**M2 wires**

Bar = 20 um.
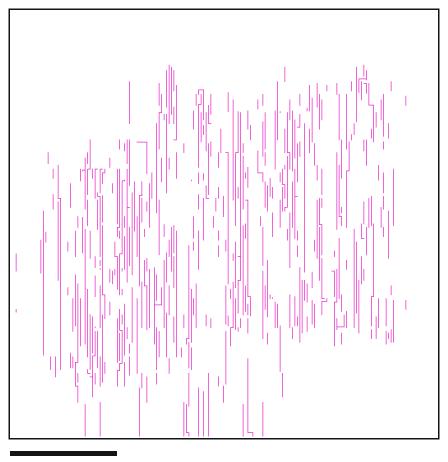
**Cell placement**

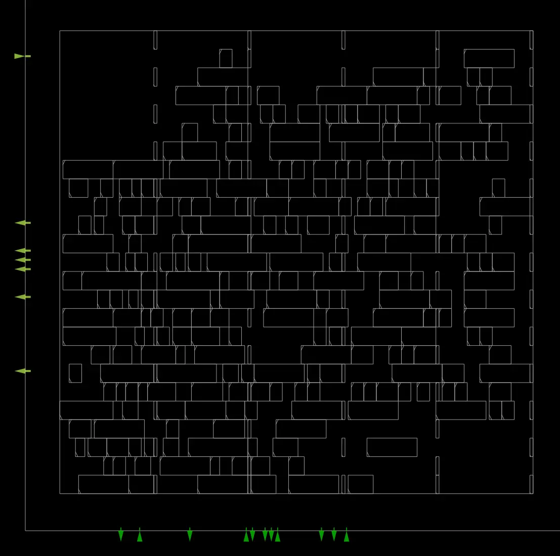
**Wiring by layer**

Only two layers are drawn.
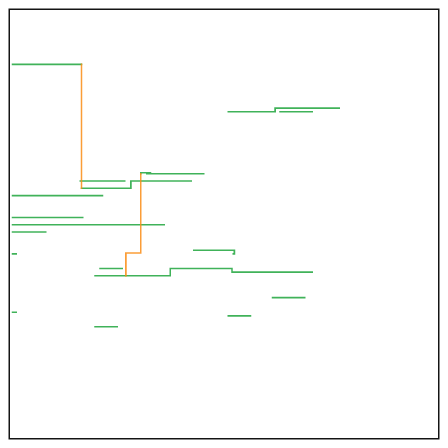
## src/rtl/jtag_tap_ctrl.sv

```systemverilog
// IEEE 1149.1 TAP controller: 16-state TAP FSM, instruction register and decode,
// bypass and IDCODE data registers, and the TDO mux in front of the boundary scan chain.
module jtag_tap_ctrl #(
    parameter logic [31:0] IDCODE   = 32'h1000_0001,
    parameter int          IR_WIDTH = 4
) (
    input  logic                clk,
    input  logic                rst,
    input  logic                tms,
    input  logic                tdi,
    output logic                tdo,
    output logic                tdo_en,
    input  logic                bsr_tdo,
    output logic                bsr_shift_dr,
    output logic                bsr_update_dr,
    output logic                bsr_mode,
    output logic [3:0]          tap_state,
    output logic [IR_WIDTH-1:0] instr
);

    typedef enum logic [3:0] {
        TLR      = 4'hF, RTI      = 4'hC,
        SEL_DR   = 4'h7, CAP_DR   = 4'h6, SH_DR    = 4'h2, EX1_DR   = 4'h1,
        PAUSE_DR = 4'h3, EX2_DR   = 4'h0, UPD_DR   = 4'h5,
        SEL_IR   = 4'h4, CAP_IR   = 4'hE, SH_IR    = 4'hA, EX1_IR   = 4'h9,
        PAUSE_IR = 4'hB, EX2_IR   = 4'h8, UPD_IR   = 4'hD
    } tap_state_e;

    localparam logic [IR_WIDTH-1:0] OP_EXTEST  = '0;
    localparam logic [IR_WIDTH-1:0] OP_IDCODE  = IR_WIDTH'(1);
    localparam logic [IR_WIDTH-1:0] OP_SAMPLE  = IR_WIDTH'(2);
    // The two LSBs "01" are what a debugger checks to find IR boundaries.
    localparam logic [IR_WIDTH-1:0] IR_CAPTURE = IR_WIDTH'(4'b0101);

    tap_state_e          state_q;
    logic [IR_WIDTH-1:0] instr_q;
    logic [IR_WIDTH-1:0] ir_shift_q;
    logic                bypass_q;
    logic [31:0]         id_shift_q;

    logic sel_bsr;
    logic sel_id;

    // Unlisted opcodes fall through to bypass because neither select is raised.
    assign sel_bsr = (instr_q == OP_EXTEST) || (instr_q == OP_SAMPLE);
    assign sel_id  = (instr_q == OP_IDCODE);

    // NOTE: sequential state uses non-blocking assignments so every register samples pre-edge values.
    always_ff @(posedge clk) begin
        if (rst) begin
            state_q    <= TLR;
            instr_q    <= OP_IDCODE;
            ir_shift_q <= IR_CAPTURE;
            bypass_q   <= 1'b0;
            id_shift_q <= IDCODE;
        end else begin
            case (state_q)
                TLR:      state_q <= tms ? TLR      : RTI;
                RTI:      state_q <= tms ? SEL_DR   : RTI;
                SEL_DR:   state_q <= tms ? SEL_IR   : CAP_DR;
                CAP_DR:   state_q <= tms ? EX1_DR   : SH_DR;
                SH_DR:    state_q <= tms ? EX1_DR   : SH_DR;
                EX1_DR:   state_q <= tms ? UPD_DR   : PAUSE_DR;
                PAUSE_DR: state_q <= tms ? EX2_DR   : PAUSE_DR;
                EX2_DR:   state_q <= tms ? UPD_DR   : SH_DR;
                UPD_DR:   state_q <= tms ? SEL_DR   : RTI;
                SEL_IR:   state_q <= tms ? TLR      : CAP_IR;
                CAP_IR:   state_q <= tms ? EX1_IR   : SH_IR;
                SH_IR:    state_q <= tms ? EX1_IR   : SH_IR;
                EX1_IR:   state_q <= tms ? UPD_IR   : PAUSE_IR;
                PAUSE_IR: state_q <= tms ? EX2_IR   : PAUSE_IR;
                EX2_IR:   state_q <= tms ? UPD_IR   : SH_IR;
                UPD_IR:   state_q <= tms ? SEL_DR   : RTI;
                default:  state_q <= TLR;
            endcase

            case (state_q)
                TLR:    instr_q    <= OP_IDCODE;
                UPD_IR: instr_q    <= ir_shift_q;
                CAP_IR: ir_shift_q <= IR_CAPTURE;
                SH_IR:  ir_shift_q <= {tdi, ir_shift_q[IR_WIDTH-1:1]};
                CAP_DR: begin
                    if (sel_id) id_shift_q <= IDCODE;
                    else if (!sel_bsr) bypass_q <= 1'b0;
                end
                SH_DR: begin
                    if (sel_id) id_shift_q <= {tdi, id_shift_q[31:1]};
                    else if (!sel_bsr) bypass_q <= tdi;
                end
                default: ;
            endcase
        end
    end

    // NOTE: a default assignment first keeps this combinational block from inferring a latch.
    always_comb begin
        tdo = 1'b0;
        if (state_q == SH_IR) begin
            tdo = ir_shift_q[0];
        end else if (state_q == SH_DR) begin
            if (sel_id)       tdo = id_shift_q[0];
            else if (sel_bsr) tdo = bsr_tdo;
            else              tdo = bypass_q;
        end
    end

    assign tdo_en        = (state_q == SH_IR) || (state_q == SH_DR);
    assign bsr_shift_dr  = (state_q == SH_DR)  && sel_bsr;
    assign bsr_update_dr = (state_q == UPD_DR) && sel_bsr;
    assign bsr_mode      = (instr_q == OP_EXTEST);
    assign tap_state     = state_q;
    assign instr         = instr_q;

endmodule

```

## config.mk

```make
export PLATFORM = sky130hd
export DESIGN_NAME = jtag_tap_ctrl
export DESIGN_NICKNAME = d
export VERILOG_FILES = /design/src/rtl/jtag_tap_ctrl.sv
export SDC_FILE = /design/constraint.sdc
export NUM_CORES = 1
export LEC_CHECK = 0
export CAP_MARGIN = 20
export CELL_PAD_IN_SITES_DETAIL_PLACEMENT = 0
export CELL_PAD_IN_SITES_GLOBAL_PLACEMENT = 1
export CORE_MARGIN = 5
export CORE_UTILIZATION = 43
export CTS_CLUSTER_DIAMETER = 40
export CTS_CLUSTER_SIZE = 16
export DETAILED_ROUTE_END_ITERATION = 16
export PLACE_DENSITY = 0.9
export RECOVER_POWER = 25
export SKIP_CTS_REPAIR_TIMING = 1
export SYNTH_ARGS = -nofsm -noshare
export SYNTH_HDL_FRONTEND = slang
export SYNTH_SLANG_ARGS = --single-unit
```

## constraint.sdc

```tcl
create_clock -name clk -period 1.8 [get_ports clk]
set_input_delay 0.36 -clock clk [delete_from_list [all_inputs] [get_ports clk]]
set_output_delay 0.36 -clock clk [all_outputs]
set_load 0.05 [all_outputs]
```

==> GITHUB_STEP_SUMMARY <==
## PnR job results

| Metric | Value |
|---|---|
| Proportion of layout cells with a drive suffix above 1 | about a fifth |
| Hold WS | 473 ps |
| Antenna diode count | 0 |
| Part of the cycle the worst path needs | 107% |
| Netlist cell types | 36 |
| Seq group | 1050 uW |
| Final setup slack of the worst path | -134 ps |
| Failing checks | setup timing |
| Data required time at the worst endpoint | 1440 ps |
| Largest contributor to cell area by class | logic gates |
| Total number of cells along the worst setup path | 3 |
| WL met2 | 2.23 mm |
| First-pass GRT wire length | slightly above 8 mm |
| Simple-gate portion of the synthesized area | 26.7% |
| Yosys aoi share | 22.7% |
| Clock tree from TritonCTS | yes |
| Mapped Nets | roughly 240 |
| Overall chip area | about 6400 um^2 |
| Setup violation total in the final timing report | 4 |
| Clock share of power | 30.1% |
| Die height | 79.8 um |
| Placed Cells incl. Taps | 303 |
| Post-route DRC | 0 |
| Post-synth design cell area | 2100 um^2 |
| Maximum vdd ir drop | about 620 uV |
| Floorplan-stage core utilization | 44.4% |
| Beginning of the critical path | instr[3] |
| CLK BUF | 6 |
| Slew at the pin closest to its max-slew limit | between 600 and 700 ps |
| Result of the run | complete, but fails checks |
| Highest Signal Layer | met4 |
| Worst clock skew | 12.4 ps |
| Number of antenna violations at the first check in global routing | 0 |
| Global routing met1 resource utilization | 21.6% |
| Post-Synthesis Mean Instance Area | 8.89 um^2 |
| Number of enable flip-flop cells | 0 |
| Layout buffer count excluding clock buffers | 30 |
| Detailed placer's ending HPWL | 2.69 mm |
| Type of the worst setup path | reg2out |
About 'M2 wires':
wire length on this layer = 2230 um
longest straight run = 32.0 um
nets with wire on the layer = 195
main direction = vertical
share of all routed wire = 47%
global routing met2 resource utilization: 23.0%
Via Count: 1779

About 'cell placement':
Placeable Area: 4720 um^2
number of fill cells in the layout: 442
number of flip-flops and latches: 45
number of standard cells in the layout, taps in and fillers out: 315
Well-Tap Cells: 67

About 'wiring by layer':
M4 -> orange  # wire length 44.9 um
M3 -> green  # wire length 218 um
total wirelength of the detailed-routed design: 4.71 mm
global router's overall resource usage: 16.0%
final routed wire length divided by cell count: 14.9 um

Power is estimated from default activity; no workload was simulated.
